--- src/rtl/polyphase_pkg.sv ---
// Shared types and constants for the 4x polyphase interpolator feeding the DAC TEG.
// POLYPHASE_INTERP_ROUND_EN selects the rounded, unity-gain output width.
package polyphase_pkg;

    typedef enum logic [1:0] {
        IDLE = 2'd0,
        FILL = 2'd1,
        RUN  = 2'd2
    } state_t;

    localparam int W1 = 1;
    localparam int W2 = 2;
    localparam int W3 = 3;
    localparam int W4 = 4;

    localparam int ROUND_BIAS = 2;

    // Phase output width: BW when rounded back to unity gain, BW+2 for the raw gain-4 sum.
    function automatic int out_w(input int bw);
`ifdef POLYPHASE_INTERP_ROUND_EN
        return bw;
`else
        return bw + 2;
`endif
    endfunction

endpackage

--- src/rtl/polyphase_interp_phase.sv ---
// One interpolation phase: K*X + (4-K)*X_Z, purely combinational.
// With POLYPHASE_INTERP_ROUND_EN the sum is rounded half-up and divided by 4.
module polyphase_interp_phase
    import polyphase_pkg::*;
#(
    parameter int K  = 1,
    parameter int BW = 6
) (
    input  logic signed [BW-1:0]        x_i,
    input  logic signed [BW-1:0]        x_z_i,
    output logic signed [out_w(BW)-1:0] y_o
);

    localparam int OW = out_w(BW);
`ifdef POLYPHASE_INTERP_ROUND_EN
    // One guard bit above the raw sum so the rounding bias cannot wrap.
    localparam int SW = BW + 3;
`else
    localparam int SW = BW + 2;
`endif

    localparam logic signed [SW-1:0] KX = SW'(K);
    localparam logic signed [SW-1:0] KZ = SW'(W4 - K);

    logic signed [SW-1:0] sum_d;

    // Weighted sum of current and previous sample, sign-extended to the working width.
    always_comb begin
        sum_d = KX * SW'(x_i) + KZ * SW'(x_z_i);
    end

`ifdef POLYPHASE_INTERP_ROUND_EN
    // Round half-up then drop the gain of 4; the result always fits BW.
    always_comb begin
        y_o = OW'((sum_d + SW'(ROUND_BIAS)) >>> 2);
    end
`else
    // Raw gain-4 sum; the range never exceeds BW+2 bits.
    always_comb begin
        y_o = sum_d;
    end
`endif

endmodule

--- src/rtl/polyphase_interp4_dac_teg.sv ---
// 4x linear polyphase interpolator producing four parallel phases per clock
// for a 4-way time-interleaved DAC. Start-up fill, underflow flag and gap timeout.
// POLYPHASE_INTERP_ROUND_EN: outputs rounded back to BW bits (unity gain).
module polyphase_interp4_dac_teg
    import polyphase_pkg::*;
#(
    parameter int BW      = 6,
    parameter int GAP_MAX = 15
) (
    input  logic                        CLK,
    input  logic                        RES,
    input  logic                        IN_VALID,
    input  logic signed [BW-1:0]        IN,
    output logic signed [out_w(BW)-1:0] OUT1,
    output logic signed [out_w(BW)-1:0] OUT2,
    output logic signed [out_w(BW)-1:0] OUT3,
    output logic signed [out_w(BW)-1:0] OUT4,
    output logic                        OUT_VALID,
    output logic                        UFLOW,
    output logic                        ACTIVE
);

    localparam int             OW      = out_w(BW);
    localparam logic [7:0]     GAP_LIM = 8'(GAP_MAX);

    state_t               state_q;
    logic signed [BW-1:0] x_z_q;
    logic [7:0]           gap_q;
    logic signed [OW-1:0] out1_q, out2_q, out3_q, out4_q;
    logic                 out_valid_q, uflow_q, active_q;
    logic signed [OW-1:0] ph1_d, ph2_d, ph3_d, ph4_d;

    polyphase_interp_phase #(.K(W1), .BW(BW)) u_ph1 (.x_i(IN), .x_z_i(x_z_q), .y_o(ph1_d));
    polyphase_interp_phase #(.K(W2), .BW(BW)) u_ph2 (.x_i(IN), .x_z_i(x_z_q), .y_o(ph2_d));
    polyphase_interp_phase #(.K(W3), .BW(BW)) u_ph3 (.x_i(IN), .x_z_i(x_z_q), .y_o(ph3_d));
    polyphase_interp_phase #(.K(W4), .BW(BW)) u_ph4 (.x_i(IN), .x_z_i(x_z_q), .y_o(ph4_d));

    // Control FSM with all outputs registered; IDLE primes X_Z, FILL emits the first set.
    always_ff @(posedge CLK) begin
        if (RES) begin
            state_q     <= IDLE;
            x_z_q       <= '0;
            gap_q       <= '0;
            out1_q      <= '0;
            out2_q      <= '0;
            out3_q      <= '0;
            out4_q      <= '0;
            out_valid_q <= 1'b0;
            uflow_q     <= 1'b0;
            active_q    <= 1'b0;
        end else begin
            case (state_q)
                IDLE: begin
                    out_valid_q <= 1'b0;
                    uflow_q     <= 1'b0;
                    if (IN_VALID) begin
                        x_z_q   <= IN;
                        state_q <= FILL;
                    end
                end
                FILL: begin
                    uflow_q <= 1'b0;
                    if (IN_VALID) begin
                        out1_q      <= ph1_d;
                        out2_q      <= ph2_d;
                        out3_q      <= ph3_d;
                        out4_q      <= ph4_d;
                        x_z_q       <= IN;
                        out_valid_q <= 1'b1;
                        active_q    <= 1'b1;
                        gap_q       <= '0;
                        state_q     <= RUN;
                    end else begin
                        out_valid_q <= 1'b0;
                    end
                end
                RUN: begin
                    if (IN_VALID) begin
                        out1_q      <= ph1_d;
                        out2_q      <= ph2_d;
                        out3_q      <= ph3_d;
                        out4_q      <= ph4_d;
                        x_z_q       <= IN;
                        out_valid_q <= 1'b1;
                        uflow_q     <= 1'b0;
                        gap_q       <= '0;
                    end else begin
                        out_valid_q <= 1'b0;
                        uflow_q     <= (gap_q == 8'd0);
                        if (gap_q + 8'd1 == GAP_LIM) begin
                            // Stream considered dead: park the DAC at zero.
                            out1_q   <= '0;
                            out2_q   <= '0;
                            out3_q   <= '0;
                            out4_q   <= '0;
                            x_z_q    <= '0;
                            gap_q    <= '0;
                            active_q <= 1'b0;
                            state_q  <= IDLE;
                        end else begin
                            gap_q <= gap_q + 8'd1;
                        end
                    end
                end
                default: begin
                    out_valid_q <= 1'b0;
                    uflow_q     <= 1'b0;
                    active_q    <= 1'b0;
                    state_q     <= IDLE;
                end
            endcase
        end
    end

    assign OUT1      = out1_q;
    assign OUT2      = out2_q;
    assign OUT3      = out3_q;
    assign OUT4      = out4_q;
    assign OUT_VALID = out_valid_q;
    assign UFLOW     = uflow_q;
    assign ACTIVE    = active_q;

endmodule
--- config.mk ---
export PLATFORM = sky130hd
export DESIGN_NAME = polyphase_interp4_dac_teg
export DESIGN_NICKNAME = d
export VERILOG_FILES = /design/src/rtl/polyphase_pkg.sv /design/src/rtl/polyphase_interp_phase.sv /design/src/rtl/polyphase_interp4_dac_teg.sv
export SDC_FILE = /design/constraint.sdc
export NUM_CORES = 1
export LEC_CHECK = 0
export ABC_CLOCK_PERIOD_IN_PS = 3500
export CORE_UTILIZATION = 48
export CTS_BUF_LIST = sky130_fd_sc_hd__clkbuf_4 sky130_fd_sc_hd__clkbuf_8 sky130_fd_sc_hd__clkbuf_16
export CTS_CLUSTER_DIAMETER = 80
export CTS_CLUSTER_SIZE = 28
export DETAILED_ROUTE_END_ITERATION = 10
export PLACE_DENSITY = 0.74
export SLEW_MARGIN = 20
export SYNTH_ARGS = -nofsm -noshare
export SYNTH_HDL_FRONTEND = slang
export SYNTH_HIERARCHICAL = 1
export SYNTH_SLANG_ARGS = --single-unit
--- constraint.sdc ---
create_clock -name CLK -period 3.5 [get_ports CLK]
set_clock_uncertainty 0.05 [all_clocks]
set_input_delay 0.7 -clock CLK [delete_from_list [all_inputs] [get_ports CLK]]
set_output_delay 0.7 -clock CLK [all_outputs]
set_load 0.02 [all_outputs]
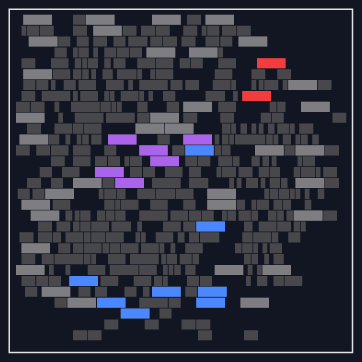
(run_1/registers.png)
(4 px per µm) Other sequential cells in the stronger grey, the rest of the logic in the fainter grey.
Key: x_z_q = purple [flops 6, where centre]; state_q = red [flops 2]; OUT1 = blue [flops 8, where south]
Post-Route Utilization: 0.576
Seq group: 0.885 mW
register area: 1020 µm²

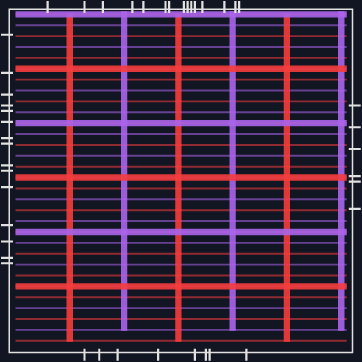
(run_1/pdn.png)
(4 px per µm) Pins as bars on the die edge.
Key: VDD = purple; VSS = red
44 signal pins sit on the boundary. 6 straps on met5. 31 met1 rails follow the rows.
Max VDD drop: 0.000317 V
DIE WIDTH: 85.4 µm
DIE HEIGHT: 85.4 µm
core footprint: 6760 µm²

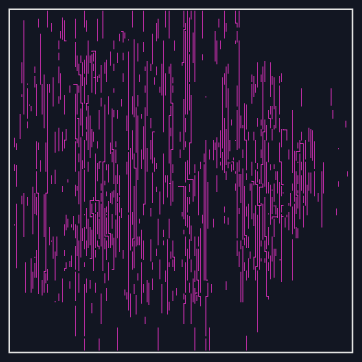
(run_1/met2.png)
(4 px per µm)
393 nets have wire on it. The layer holds 48% of the routed length.
Post-Route WL: 6820 µm
total number of vias: 2,684
global routing met2 resource utilization: 0.331

==> Slide: Implementation Results, run 1 <==
Implementation Results

Clock network
  • Worst-path clk slew: around 0.090 ns
  • CTS tree: yes
  • H-Tree Depth: 2
  • Root buf cell: clkbuf_8
  • Latency at later pin: ~0.31 ns
  • PostCTS Resize Cnt: 0
  • Total CTS buffers: 5
  • Hold-fix buffers, CTS: 0
  • Postcts setup bufs: 0

Route
  • Met2 WL post-DR: between 3000 and 4000 µm
  • Per-cell routed wire length: between 10 and 15 µm
  • TritonRoute pass-1 iters: 4
  • 1st-iter DRT viols: about 66
  • Residual DRC: 0
  • DRT met1 WL: between 3000 and 4000 µm
  • Met3 routed WL: approximately 270 µm
  • Detail Route Antenna Nets: 0
  • Top layer in use: met4
  • Vias per inst: 5.76

Setup path
  • Worst Setup Start Kind: primary input
  • Critical path arrival: 3.30 ns
  • R2R depth: 6
  • Crit end category: flop
  • CP Depth: 9
  • CP peak stage delay: 0.53 ns
  • CP max stage cell: fa_1
  • Critical path cell sequence: clkdlybuf4s50_1, ha_1, fa_1, fa_1, a211oi_2, o21bai_1, a21oi_2, xnor2_1, a22o_1
  • Crit path max-delay family: adder cells
  • Cell mode on critical path: fa_1
  • Crit path buffers/inverters: 1
  • Critical-path maximum fanout: 4
  • Crit Reg-Reg Endpoint: OUT2[4]
  • WS Path Type: primary input to flop
  • Worst reg2reg setup slack: between 0.6 and 0.7 ns
  • Launch point of the worst reg-to-reg path: gap_q[1]
  • Crit path from: IN[1]
  • Capture point of the worst path: OUT3[7]

Final layout
  • Antenna Cells: 0
  • Comb gates: between 200 and 250
  • Fin area: slightly below 4000 µm²
  • Top class by area: combinational gates
  • Logic share of the area: 0.524
  • Inverters: 38
  • Fraction of area in registers: 0.263
  • Share of layout cells above drive strength 1: 0.0648
  • Commonest Layout Cell: dfxtp_1
  • Filler instances: just over 600
  • Buffering overhead: 0.124
  • Plain + repair buffers: 50
  • Logic area: approximately 2000 µm²
  • Area Overhead vs Synth: 16.4%
  • NumNets Final: between 400 and 500
  • # clk buffers: 8
  • Number of flip-flops and latches: 51
  • Most instantiated logic cells after routing: dfxtp_1 (51), clkdlybuf4s50_1 (43), ha_1 (41)
  • Clock tree cell share of total cell area: 0.0267
  • Cell Count, Final, Fillers Out: 466

Floorplanning
  • I/O Pins: around 44
  • FP Core Util: 0.494
  • TAP cells: roughly 80
  • Rows: 30
  • Die ar.: 7290 µm²

Global routing
  • GR met1 Demand/Resource: 0.250
  • Initial antenna violation count: 0
  • Vias in the first global route: approximately 2,600
  • Total gr overflow: 0
  • GRT met3 Usage: 0.0360
  • Largest net degree at the start of global routing: 33
  • Most used routing layer: met2
  • Global-route wire length before repair: between 10,000 and 15,000 µm
  • Total Routing Usage GR: 0.198

STA
  • Worst slew pin tran: between 1 and 1.5 ns
  • Period minus WS final: between 3 and 4 ns
  • Final Setup Violations: 0
  • Final Hold Viols: 0
  • RSZ-0062 raised after global routing: false
  • Hold_ws: roughly 0.42 ns
  • Setup TNS: 0 ns
  • Max Clock Freq: ~320 MHz
  • Final max-slew violation count: 0
  • Cycle use final: 0.901

Logic synthesis
  • Area share of the largest cell type after synthesis: 0.306
  • Ys async rst share: 0
  • Area reported by Yosys stat: approximately 3300 µm²
  • Number of enable flip-flop cells: 0
  • Top_reg_cell synth: dfxtp_1
  • Cell count after synthesis: between 300 and 400
  • # Cells Yosys: around 350
  • Most common cell in the netlist: dfxtp_1
  • Synth area leader: dfxtp_1
  • Cell variety after synth: between 50 and 60
  • Average size of a mapped cell: 9.57 µm²
  • Main area contributors after synthesis: dfxtp_1 (31%), ha_1 (15%), a22o_1 (10%)
  • Synth Warn #: 6
  • Yosys simple share: 0.106
  • Largest family of logic cells by area: AND-OR/OR-AND gates
  • Post-synth top cells: dfxtp_1 (51), ha_1 (41), a22o_1 (39)
  • Post-Synth XOR/XNOR Area: 0.0472
  • Adder Area Share: 0.220
  • Ao+oa area frac: 0.226
  • #FFs+latches synth: around 50
  • Mux share of post-synthesis cell area: 0.00899
  • Synthesized area: roughly 3300 µm²

Power
  • Top power consumer group: combinational logic
  • Combinational power: 1.48 mW
  • Logic pwr share: 0.538
  • Clock net power: a little under 0.4 mW
  • Int Power: 1.66 mW
  • Sequential power share: 0.321
  • Sw power: approximately 1.1 mW
  • Clock share of power: 0.140
  • LEAKAGE: about 1.7 nW
  • Overall power: between 2 and 3 mW
  • P per Cell Area: 709 nW/µm²

Place
  • Port Buffer Count: about 43
  • DP Worst Slack: between 0.02 and 0.025 ns
  • Placed inst area: between 3000 and 4000 µm²
  • Post-DP HPWL: between 4000 and 5000 µm

Status
  • Status: finished, final reports clean

Flow run
  • Max Cap Viol: 0
  • Tool Warnings: 31

Worst hold path
  • Hold Crit Depth: 2
  • Worst Hold Class: flop to flop
  • Worst min-delay path startpoint: ACTIVE
## Run 2: what changed since run 1
--- a/config.mk
+++ b/config.mk
@@ -5,7 +5,7 @@
 export SDC_FILE = /design/constraint.sdc
 export NUM_CORES = 1
 export LEC_CHECK = 0
-export ABC_CLOCK_PERIOD_IN_PS = 3500
+export ABC_CLOCK_PERIOD_IN_PS = 3800
 export CORE_UTILIZATION = 48
 export CTS_BUF_LIST = sky130_fd_sc_hd__clkbuf_4 sky130_fd_sc_hd__clkbuf_8 sky130_fd_sc_hd__clkbuf_16
 export CTS_CLUSTER_DIAMETER = 80
==> constraint.sdc (replaced) <==
create_clock -name CLK -period 3.8 [get_ports CLK]
set_clock_uncertainty 0.05 [all_clocks]
set_input_delay 0.76 -clock CLK [delete_from_list [all_inputs] [get_ports CLK]]
set_output_delay 0.76 -clock CLK [all_outputs]
set_load 0.02 [all_outputs]
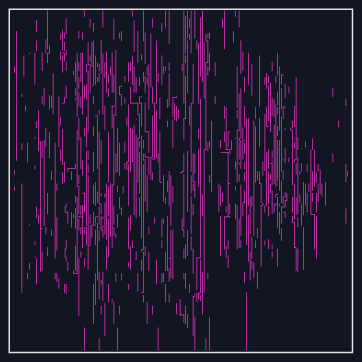
(run_2/met2.png)
(4 px per µm)
The longest straight run is 39.6 µm. The layer carries 3,340 µm of wire. The layer holds 49% of the routed length. 376 nets have wire on it.
global routing met2 resource utilization: 0.335
total number of vias: 2,622

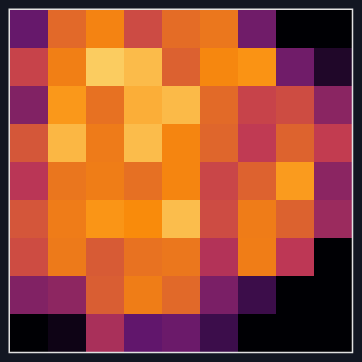
(run_2/density.png)
(4 px per µm) 9 x 9 tiles, from black (low) to pale yellow (high), 0 to 100% covered.
The emptiest ninth of the die: south-east. 14% of the tiles are over 75% full. The fullest tile reaches 89%.
Post-Route Utilization: 0.573
FP Core Util: 0.494

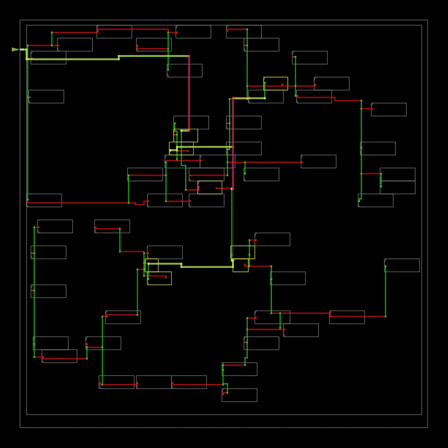
(run_2/final_clocks.png)
# clk buffers: 6
Latency at later pin: 0.31 ns
Clock net power: 0.341 mW

==> run 2 against run 1 <==
Against the previous run: clock power down 12%; sequential cell count unchanged; sequential power decreased by 8.0%; utilization fell by 0.30 points; largest power group unchanged.
==> Slide: Implementation Results, run 2 <==
Implementation Results

Status
  • Status: finished, final reports clean

Final layout
  • Buffering overhead: 0.121 (-0.00324)
  • NumNets Final: 444 (-0.45%)
  • Top class by area: combinational gates
  • Commonest Layout Cell: dfxtp_1
  • Share of layout cells above drive strength 1: 0.0599 (-0.00487)
  • Fraction of area in registers: 0.264 (+0.00136)
  • Plain + repair buffers: 48 (-4.0%)
  • Register area: 1020 µm² (unchanged)
  • Cell Count, Final, Fillers Out: 464 (-0.43%)
  • Logic area: 2040 µm² (unchanged)
  • Comb gates: 239 (unchanged)
  • Antenna Cells: 0 (unchanged)
  • Number of flip-flops and latches: 51 (unchanged)
  • Most instantiated logic cells after routing: dfxtp_1 (51), clkdlybuf4s50_1 (43), ha_1 (41)
  • Inverters: 38 (unchanged)
  • Logic share of the area: 0.527 (+0.00271)
  • Clock tree cell share of total cell area: 0.0255 (-0.00116)

Clock network
  • PostCTS Resize Cnt: 0 (unchanged)
  • Hold-fix buffers, CTS: 0 (unchanged)
  • Total CTS buffers: 5 (unchanged)
  • H-Tree Depth: 2 (unchanged)
  • Postcts setup bufs: 0 (unchanged)
  • Root buf cell: clkbuf_8

Route
  • Detail Route Antenna Nets: 0 (unchanged)
  • Met3 routed WL: 227 µm (-15%)
  • Vias per inst: 5.65 (-1.9%)
  • Met2 WL post-DR: 3340 µm (+1.7%)
  • 1st-iter DRT viols: 118 (+79%)
  • DRT met1 WL: 3220 µm (+2.1%)
  • Top layer in use: met4
  • Per-cell routed wire length: 14.8 µm (+1.4%)
  • TritonRoute pass-1 iters: 4 (unchanged)

Power
  • Int Power: 1.50 mW (-9.3%)
  • Seq group: 0.814 mW (-8.0%)
  • Sw power: 1.02 mW (-6.8%)
  • P per Cell Area: 653 nW/µm² (-7.9%)
  • Sequential power share: 0.322 (about the same)
  • Clock share of power: 0.135 (-0.005)
  • LEAKAGE: 1.68 nW (-0.98%)
  • Logic pwr share: 0.543 (+0.005)
  • Combinational power: 1.37 mW (-7%)

Setup path
  • Critical path arrival: 3.36 ns (+0.06 ns)
  • Capture point of the worst path: OUT3[7]
  • Worst reg2reg setup slack: 1.03 ns (+0.38 ns)
  • Critical path cell sequence: clkdlybuf4s50_1, ha_1, inv_1, fa_1, inv_1, ha_1, o21ai_0, o21bai_1, a21oi_2, xnor2_1, a22o_1
  • Crit path from: IN[4]
  • WS Path Type: primary input to flop
  • Crit Reg-Reg Endpoint: OUT4[2]
  • CP max stage cell: clkdlybuf4s50_1
  • Crit path buffers/inverters: 3 (+2)
  • Crit end category: flop
  • R2R depth: 6 (unchanged)

Logic synthesis
  • Synth area leader: dfxtp_1
  • Adder Area Share: 0.220 (unchanged)
  • Number of enable flip-flop cells: 0 (unchanged)
  • Mux share of post-synthesis cell area: 0.00899 (unchanged)
  • #FFs+latches synth: 51 (unchanged)
  • Average size of a mapped cell: 9.57 µm² (unchanged)
  • # Cells Yosys: 349 (unchanged)
  • Cell variety after synth: 51 (unchanged)
  • Ys async rst share: 0 (unchanged)
  • Area reported by Yosys stat: 3340 µm² (unchanged)
  • Area share of the largest cell type after synthesis: 0.306 (unchanged)
  • Largest family of logic cells by area: AND-OR/OR-AND gates
  • Yosys simple share: 0.106 (unchanged)
  • Main area contributors after synthesis: dfxtp_1 (31%), ha_1 (15%), a22o_1 (10%)
  • Ao+oa area frac: 0.226 (unchanged)
  • Top_reg_cell synth: dfxtp_1
  • Synthesized area: 3340 µm² (unchanged)

Flow run
  • Tool Warnings: 31 (unchanged)
  • Max Cap Viol: 0 (unchanged)

Global routing
  • Initial antenna violation count: 0 (unchanged)
  • GRT met3 Usage: 0.0389 (+0.00292)
  • Largest net degree at the start of global routing: 33 (unchanged)
  • Most used routing layer: met2
  • Global-route wire length before repair: 11,500 µm (-1.5%)
  • GR met1 Demand/Resource: 0.247 (-0.00333)
  • Total gr overflow: 0 (unchanged)
  • Vias in the first global route: 2,515 (-1.4%)

Floorplanning
  • TAP cells: 80 (unchanged)
  • Rows: 30 (unchanged)
  • I/O Pins: 44 (unchanged)
  • Die ar.: 7290 µm² (unchanged)
  • Core footprint: 6760 µm² (unchanged)
  • DIE WIDTH: 85.4 µm (unchanged)

STA
  • Setup TNS: 0 ns (unchanged)
  • Cycle use final: 0.840
  • RSZ-0062 raised after global routing: false
  • Worst slew pin tran: 0.663 ns (-0.387 ns)
  • Final Setup Violations: 0 (unchanged)
  • Final max-slew violation count: 0 (unchanged)
  • Max Clock Freq: roughly 310 MHz
  • Hold_ws: 0.419 ns (-0.000233 ns)
  • Final Hold Viols: 0 (unchanged)

Place
  • DP Worst Slack: 0.269 ns (+0.247 ns)
  • Placed inst area: 3770 µm² (-0.40%)
  • Post-DP HPWL: 5020 µm (+0.86%)
  • Port Buffer Count: 43 (unchanged)

Worst hold path
  • Worst Hold Class: flop to flop
  • Worst min-delay path startpoint: ACTIVE
Power figures rest on the tool's default switching activity, not on a simulated workload.
